[src/rtl/fpu_io_loader_if.sv]
// Bus bundle between the operand loader and its neighbours: the 5-bit beat
// streams in both directions plus the registered operand/result lines of the FPU.
interface fpu_io_loader_if;
    logic [4:0] in_data;
    logic       in_valid;
    logic       in_ready;
    logic [9:0] fpu_a;
    logic [9:0] fpu_b;
    logic [3:0] fpu_sel;
    logic [9:0] fpu_y;
    logic [4:0] out_data;
    logic       out_valid;
    logic       out_ready;
    logic       abort;

    modport slave (
        input  in_data, in_valid, fpu_y, out_ready,
        output in_ready, fpu_a, fpu_b, fpu_sel, out_data, out_valid, abort
    );

    modport master (
        output in_data, in_valid, fpu_y, out_ready,
        input  in_ready, fpu_a, fpu_b, fpu_sel, out_data, out_valid, abort
    );
endinterface

[src/rtl/fpu_io_loader.sv]
// Loads opcode and two 10-bit operands as five 5-bit beats, runs the combinational
// FPU for one cycle, then returns the 10-bit result as two 5-bit beats.
module fpu_io_loader #(
    parameter int unsigned ABORT_TIMEOUT = 255
) (
    input  logic           clock,
    input  logic           reset,
    fpu_io_loader_if.slave bus
);
    localparam logic [7:0] TIMEOUT_LIM = 8'(ABORT_TIMEOUT);
    localparam bit         TIMEOUT_EN  = (ABORT_TIMEOUT != 0);

    typedef enum logic [2:0] {
        LD_SEL, LD_A0, LD_A1, LD_B0, LD_B1, EXEC, TX_LO, TX_HI
    } state_t;

    state_t     state_q, state_d;
    logic [3:0] sel_q, sel_d;
    logic [9:0] a_q, a_d;
    logic [9:0] b_q, b_d;
    logic [9:0] y_q, y_d;
    logic [7:0] idle_q, idle_d;
    logic       abort_q, abort_d;

    logic       loading;
    logic       partial;
    logic       timeout;
    logic       in_fire;
    logic       out_fire;
    logic       tx;

    always_comb begin
        loading = 1'b0;
        partial = 1'b0;
        tx      = 1'b0;
        case (state_q)
            LD_SEL:                     loading = 1'b1;
            LD_A0, LD_A1, LD_B0, LD_B1: begin
                loading = 1'b1;
                partial = 1'b1;
            end
            TX_LO, TX_HI:               tx = 1'b1;
            default:                    ;
        endcase
    end

    // Timeout wins over a beat offered in the same cycle.
    assign timeout  = TIMEOUT_EN && partial && (idle_q == TIMEOUT_LIM);
    assign in_fire  = bus.in_valid && loading && !timeout;
    assign out_fire = bus.out_ready && tx;

    assign bus.in_ready  = loading;
    assign bus.out_valid = tx;
    assign bus.fpu_a     = a_q;
    assign bus.fpu_b     = b_q;
    assign bus.fpu_sel   = sel_q;
    assign bus.abort     = abort_q;

    always_comb begin
        bus.out_data = 5'd0;
        if (state_q == TX_LO) begin
            bus.out_data = y_q[4:0];
        end else if (state_q == TX_HI) begin
            bus.out_data = y_q[9:5];
        end
    end

    always_comb begin
        state_d = state_q;
        sel_d   = sel_q;
        a_d     = a_q;
        b_d     = b_q;
        y_d     = y_q;
        idle_d  = idle_q;
        abort_d = 1'b0;

        if (timeout) begin
            // Partial operand contents are deliberately left in place.
            state_d = LD_SEL;
            idle_d  = 8'd0;
            abort_d = 1'b1;
        end else begin
            case (state_q)
                LD_SEL: begin
                    if (in_fire) begin
                        sel_d   = bus.in_data[3:0];
                        idle_d  = 8'd0;
                        state_d = LD_A0;
                    end
                end
                LD_A0: begin
                    if (in_fire) begin
                        a_d[4:0] = bus.in_data;
                        state_d  = LD_A1;
                    end
                end
                LD_A1: begin
                    if (in_fire) begin
                        a_d[9:5] = bus.in_data;
                        state_d  = LD_B0;
                    end
                end
                LD_B0: begin
                    if (in_fire) begin
                        b_d[4:0] = bus.in_data;
                        state_d  = LD_B1;
                    end
                end
                LD_B1: begin
                    if (in_fire) begin
                        b_d[9:5] = bus.in_data;
                        state_d  = EXEC;
                    end
                end
                EXEC: begin
                    y_d     = bus.fpu_y;
                    state_d = TX_LO;
                end
                TX_LO: begin
                    if (out_fire) begin
                        state_d = TX_HI;
                    end
                end
                TX_HI: begin
                    if (out_fire) begin
                        state_d = LD_SEL;
                        idle_d  = 8'd0;
                    end
                end
                default: state_d = LD_SEL;
            endcase

            if (partial) begin
                if (in_fire) begin
                    idle_d = 8'd0;
                end else if (idle_q != 8'hFF) begin
                    idle_d = idle_q + 8'd1;
                end
            end
        end
    end

    always_ff @(posedge clock or posedge reset) begin
        if (reset) begin
            state_q <= LD_SEL;
            sel_q   <= 4'd0;
            a_q     <= 10'd0;
            b_q     <= 10'd0;
            y_q     <= 10'd0;
            idle_q  <= 8'd0;
            abort_q <= 1'b0;
        end else begin
            state_q <= state_d;
            sel_q   <= sel_d;
            a_q     <= a_d;
            b_q     <= b_d;
            y_q     <= y_d;
            idle_q  <= idle_d;
            abort_q <= abort_d;
        end
    end
endmodule
[src/flat_wrapper.sv]
// flat-port wrapper written by rule: the top's interface ports become plain ports
module fpu_io_loader_flat 
#(
    parameter int unsigned ABORT_TIMEOUT = 255
)
  (clock, reset, bus_in_data, bus_in_valid, bus_fpu_y, bus_out_ready, bus_in_ready, bus_fpu_a, bus_fpu_b, bus_fpu_sel, bus_out_data, bus_out_valid, bus_abort);
  fpu_io_loader_if bus_i ();
  input  logic clock;
  input  logic reset;
  input wire logic [$bits(bus_i.in_data)-1:0] bus_in_data;
  input wire logic [$bits(bus_i.in_valid)-1:0] bus_in_valid;
  input wire logic [$bits(bus_i.fpu_y)-1:0] bus_fpu_y;
  input wire logic [$bits(bus_i.out_ready)-1:0] bus_out_ready;
  output wire logic [$bits(bus_i.in_ready)-1:0] bus_in_ready;
  output wire logic [$bits(bus_i.fpu_a)-1:0] bus_fpu_a;
  output wire logic [$bits(bus_i.fpu_b)-1:0] bus_fpu_b;
  output wire logic [$bits(bus_i.fpu_sel)-1:0] bus_fpu_sel;
  output wire logic [$bits(bus_i.out_data)-1:0] bus_out_data;
  output wire logic [$bits(bus_i.out_valid)-1:0] bus_out_valid;
  output wire logic [$bits(bus_i.abort)-1:0] bus_abort;
  assign bus_i.in_data = bus_in_data;
  assign bus_i.in_valid = bus_in_valid;
  assign bus_i.fpu_y = bus_fpu_y;
  assign bus_i.out_ready = bus_out_ready;
  assign bus_in_ready = bus_i.in_ready;
  assign bus_fpu_a = bus_i.fpu_a;
  assign bus_fpu_b = bus_i.fpu_b;
  assign bus_fpu_sel = bus_i.fpu_sel;
  assign bus_out_data = bus_i.out_data;
  assign bus_out_valid = bus_i.out_valid;
  assign bus_abort = bus_i.abort;
  fpu_io_loader #(.ABORT_TIMEOUT(ABORT_TIMEOUT)) u_core (.clock(clock), .reset(reset), .bus(bus_i));
endmodule
[config.mk]
export PLATFORM = sky130hd
export DESIGN_NAME = fpu_io_loader_flat
export DESIGN_NICKNAME = d
export VERILOG_FILES = /design/src/rtl/fpu_io_loader_if.sv /design/src/rtl/fpu_io_loader.sv /design/src/flat_wrapper.sv
export SDC_FILE = /design/constraint.sdc
export NUM_CORES = 1
export LEC_CHECK = 0
export ABC_AREA = 1
export CORE_MARGIN = 2
export CORE_UTILIZATION = 49
export DETAILED_ROUTE_END_ITERATION = 6
export GPL_ROUTABILITY_DRIVEN = 0
export HOLD_SLACK_MARGIN = 0.06
export MAX_ROUTING_LAYER = met4
export PLACE_DENSITY = 0.88
export SLEW_MARGIN = 20
export SYNTH_ARGS = -nofsm -noshare
export SYNTH_HDL_FRONTEND = slang
export SYNTH_SLANG_ARGS = --single-unit
[constraint.sdc]
create_clock -name clock -period 4.9 [get_ports clock]
set_input_delay 1.47 -clock clock [delete_from_list [all_inputs] [get_ports clock]]
set_output_delay 1.47 -clock clock [all_outputs]
set_load 0.05 [all_outputs]
Wire density map:
The bar under the picture is 20 um long. The die is cut into 14 by 14 equal tiles; dark blue is low, red is high, scaled to the fullest tile. Values are wire area over tile area, all layers added.
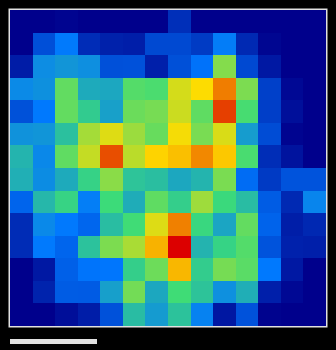
tiles over half the peak: 26%
mean over tiles: 0.17
fullest tile: 0.54
emptiest ninth of the die: top right
densest ninth of the die: middle
Final Routed Wirelength: 5.42 mm
via total after detailed routing: 2094
per-cell routed wire length: 13.8 um
Total GRT Usage: 24.4%

Pin map:
The bar under the picture is 20 um long. Pins as bars across the die edge, other pins in gray.
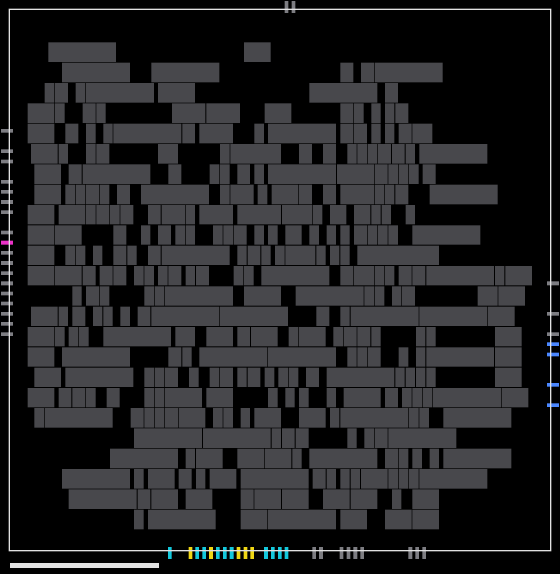
legend:
  `bus_out_valid`:
    color: magenta
    pins: 1
    direction: output
    edge: left
  `bus_in_data`:
    color: yellow
    pins: 5
    direction: input
    edge: bottom
  `bus_fpu_b`:
    color: cyan
    pins: 10
    direction: output
    edge: bottom
  `bus_fpu_sel`:
    color: blue
    pins: 4
    direction: output
    edge: right
port bufs: 50
Die Height: 72.3 um

==> datasheet_impl.txt <==
Summary of implementation characteristics

Parameter                              Value

Drt
  Drt drc    0
  Detail Route Antenna Nets    0
  Vias per cell    around 5.3

Synth
  Synth top area cells    sky130_fd_sc_hd__dfrtp_1 50%, sky130_fd_sc_hd__nand2_1 15%, sky130_fd_sc_hd__o21ai_0 6.6%
  Post-synthesis sequential area ratio    between 50% and 60%
  Count of distinct cell types in the synthesized netlist    26
  Top_reg_cell synth    sky130_fd_sc_hd__dfrtp_1
  EDFF count, synth    0
  Syn Std Cell Area    2280 um2
  Area of the synthesized netlist per yosys stat    2280 um2
  Mean area per synthesized cell    approximately 8 um2
  Number of cells produced by synthesis    around 290
  Cell types with the highest counts after synthesis    93 x sky130_fd_sc_hd__nand2_1, 46 x sky130_fd_sc_hd__dfrtp_1, 34 x sky130_fd_sc_hd__inv_1

Timing
  Slew Viols, Final    0
  Slew margin rel.    61.1%
  Post-layout period usage    around four fifths
  Final worst-path setup slack    between 0.9 and 1 ns
  Highest achievable clock rate    around 0.25 GHz
  Hold Vio Cnt, Final    0
  Post-route minimum period    roughly 3.9 ns
  Slew of the pin with the lowest slew margin    0.582 ns

Finish
  Fraction of standard cell area in multi-input logic    32.8%
  Signal buffers    about 51
  Most frequently placed logic cell in the final layout    sky130_fd_sc_hd__nand2_1
  Cell group occupying the most layout area    flip-flops and latches
  Flip-flop and latch share of the layout cell area    between 30% and 40%
  Fin area    around 2900 um2
  Number of diodes    0
  Synthesis-to-finish area growth    28.2%
  Proportion of layout cells with a drive suffix above 1    between 5 and 6%
  Number of standard cells in the layout, taps in and fillers out    between 300 and 400
  Most frequent cells in the layout    93 x sky130_fd_sc_hd__nand2_1, 50 x sky130_fd_sc_hd__clkdlybuf4s50_1, 46 x sky130_fd_sc_hd__dfrtp_1, 33 x sky130_fd_sc_hd__inv_1, 30 x sky130_fd_sc_hd__o21ai_0
  Non-clock inverter instance count of the final layout    36
  Clock buffers and inverters, area share    3.76%
  Register area    ~1200 um2
  Layout Nets    between 300 and 400
  Logic area    960 um2
  Layout clock buffer count    6

Status
  Status    complete, no violations

Min path
  Worst hold start    u_core.bus.fpu_sel[3]$_DFFE_PP0P_
  WHS Path Cells    2

Placed design
  Total placed instance area    2820 um2
  Pre-CTS setup slack    1.31 ns
  Placed Cells incl. Taps    between 300 and 400

Floorplan
  Die span in x    slightly above 70 um
  Number of I/O pins    51
  Overall chip area    5230 um2
  Site row count    24
  Number of well-tap cells placed    around 52
  Placeable core region    around 4400 um2

Setup path
  Largest driver fanout on the critical path    9
  Worst setup path class    register to output port
  Sort of element at the end of the critical path    output port
  Total stage count of the critical path    6
  Total buffers and inverters traversed by the critical path    3
  Count of cells along the worst register-to-register path    10
  Reg2reg setup slack    2.70 ns
  Crit path launch type    register
  Critical Path Most Common Cell    sky130_fd_sc_hd__inv_1
  List of cells traversed by the critical path    inv_1 -> ha_1 -> inv_1 -> nand2_1 -> o21ai_0 -> clkdlybuf4s50_1
  Critical R2R Capture    u_core.y_q[4]$_DFFE_PP0P_
  Source of the worst register-to-register timing path    u_core.state_q[0]$_DFFE_PP0P_
  Critical Path Slowest Stage Cell    sky130_fd_sc_hd__clkdlybuf4s50_1

Clock tree
  Setup repair bufs after CTS    0
  Number of buffers created by CTS    5
  Clock transition at the registers of the reported paths    0.09 ns
  Post-cts repair resize count    0
  Cell chosen for the clock root    sky130_fd_sc_hd__clkbuf_8
  Hold_buf cts    0

GRT
  Global route total overflow    0
  Number of antenna violations at the first check in global routing    0
  Vias in the first global route    2105
  Maximum number of pins on one net before global-route repair    about 47
  First-pass GRT wire length    ~9.5 mm

Pwr
  Leakage power of the design    0.00146 uW
  Power share of the sequential group    just under 30%
  Power per cell area    around 800 nW/um2
  Clock network fraction of design power    between 10% and 20%
  Dominant power group    combinational cells
  Gate power share    between 50% and 60%
  Seq pwr    ~680 uW
  Internal power    approximately 1100 uW
  Total clock network power    roughly 290 uW
  Switching portion of total power    around half
  Comb pwr    around 1400 uW
  Switching Power    between 1000 and 1500 uW
  Tot Pwr    around 2300 uW

Run
  Number of warnings in the stage logs    29
Metal 1:
The bar under the picture is 20 um long.
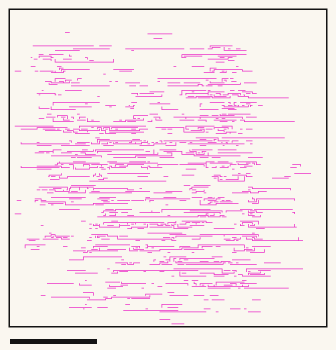
longest straight run: 23.0 um
main direction: horizontal
share of all routed wire: 41%
met1 routing resource usage after global routing: 29.2%

==> sequential cells by signal, summed over array words and instances (netlist names) <==
name                flops
u_core.state_q          3
u_core.idle_q           8
u_core.bus.fpu_a       10
u_core.bus.fpu_b       10
u_core.bus.abort        1
u_core.y_q             10
u_core.bus.fpu_sel      4
==> kinds of logic after synthesis <==
group,after synthesis,synth area share (%)
and+or+nand+nor,141,26.6
AOI/OAI and AO/OA,53,12.7
DFF,46,50.4
buffers and inverters,42,7.61
adders and majority gates,5,2.74
==> routing by layer <==
metal	GRT usage [%]	share of wire, %	vias to the layer above
met5	-	0	-
met4	9.01	2.1	0
met3	5.00	5.5	11
met2	40.7	51	66
met1	29.2	41	996
li1	-	-	1021
No activity file was given, so power comes from the tool's default toggle rates.
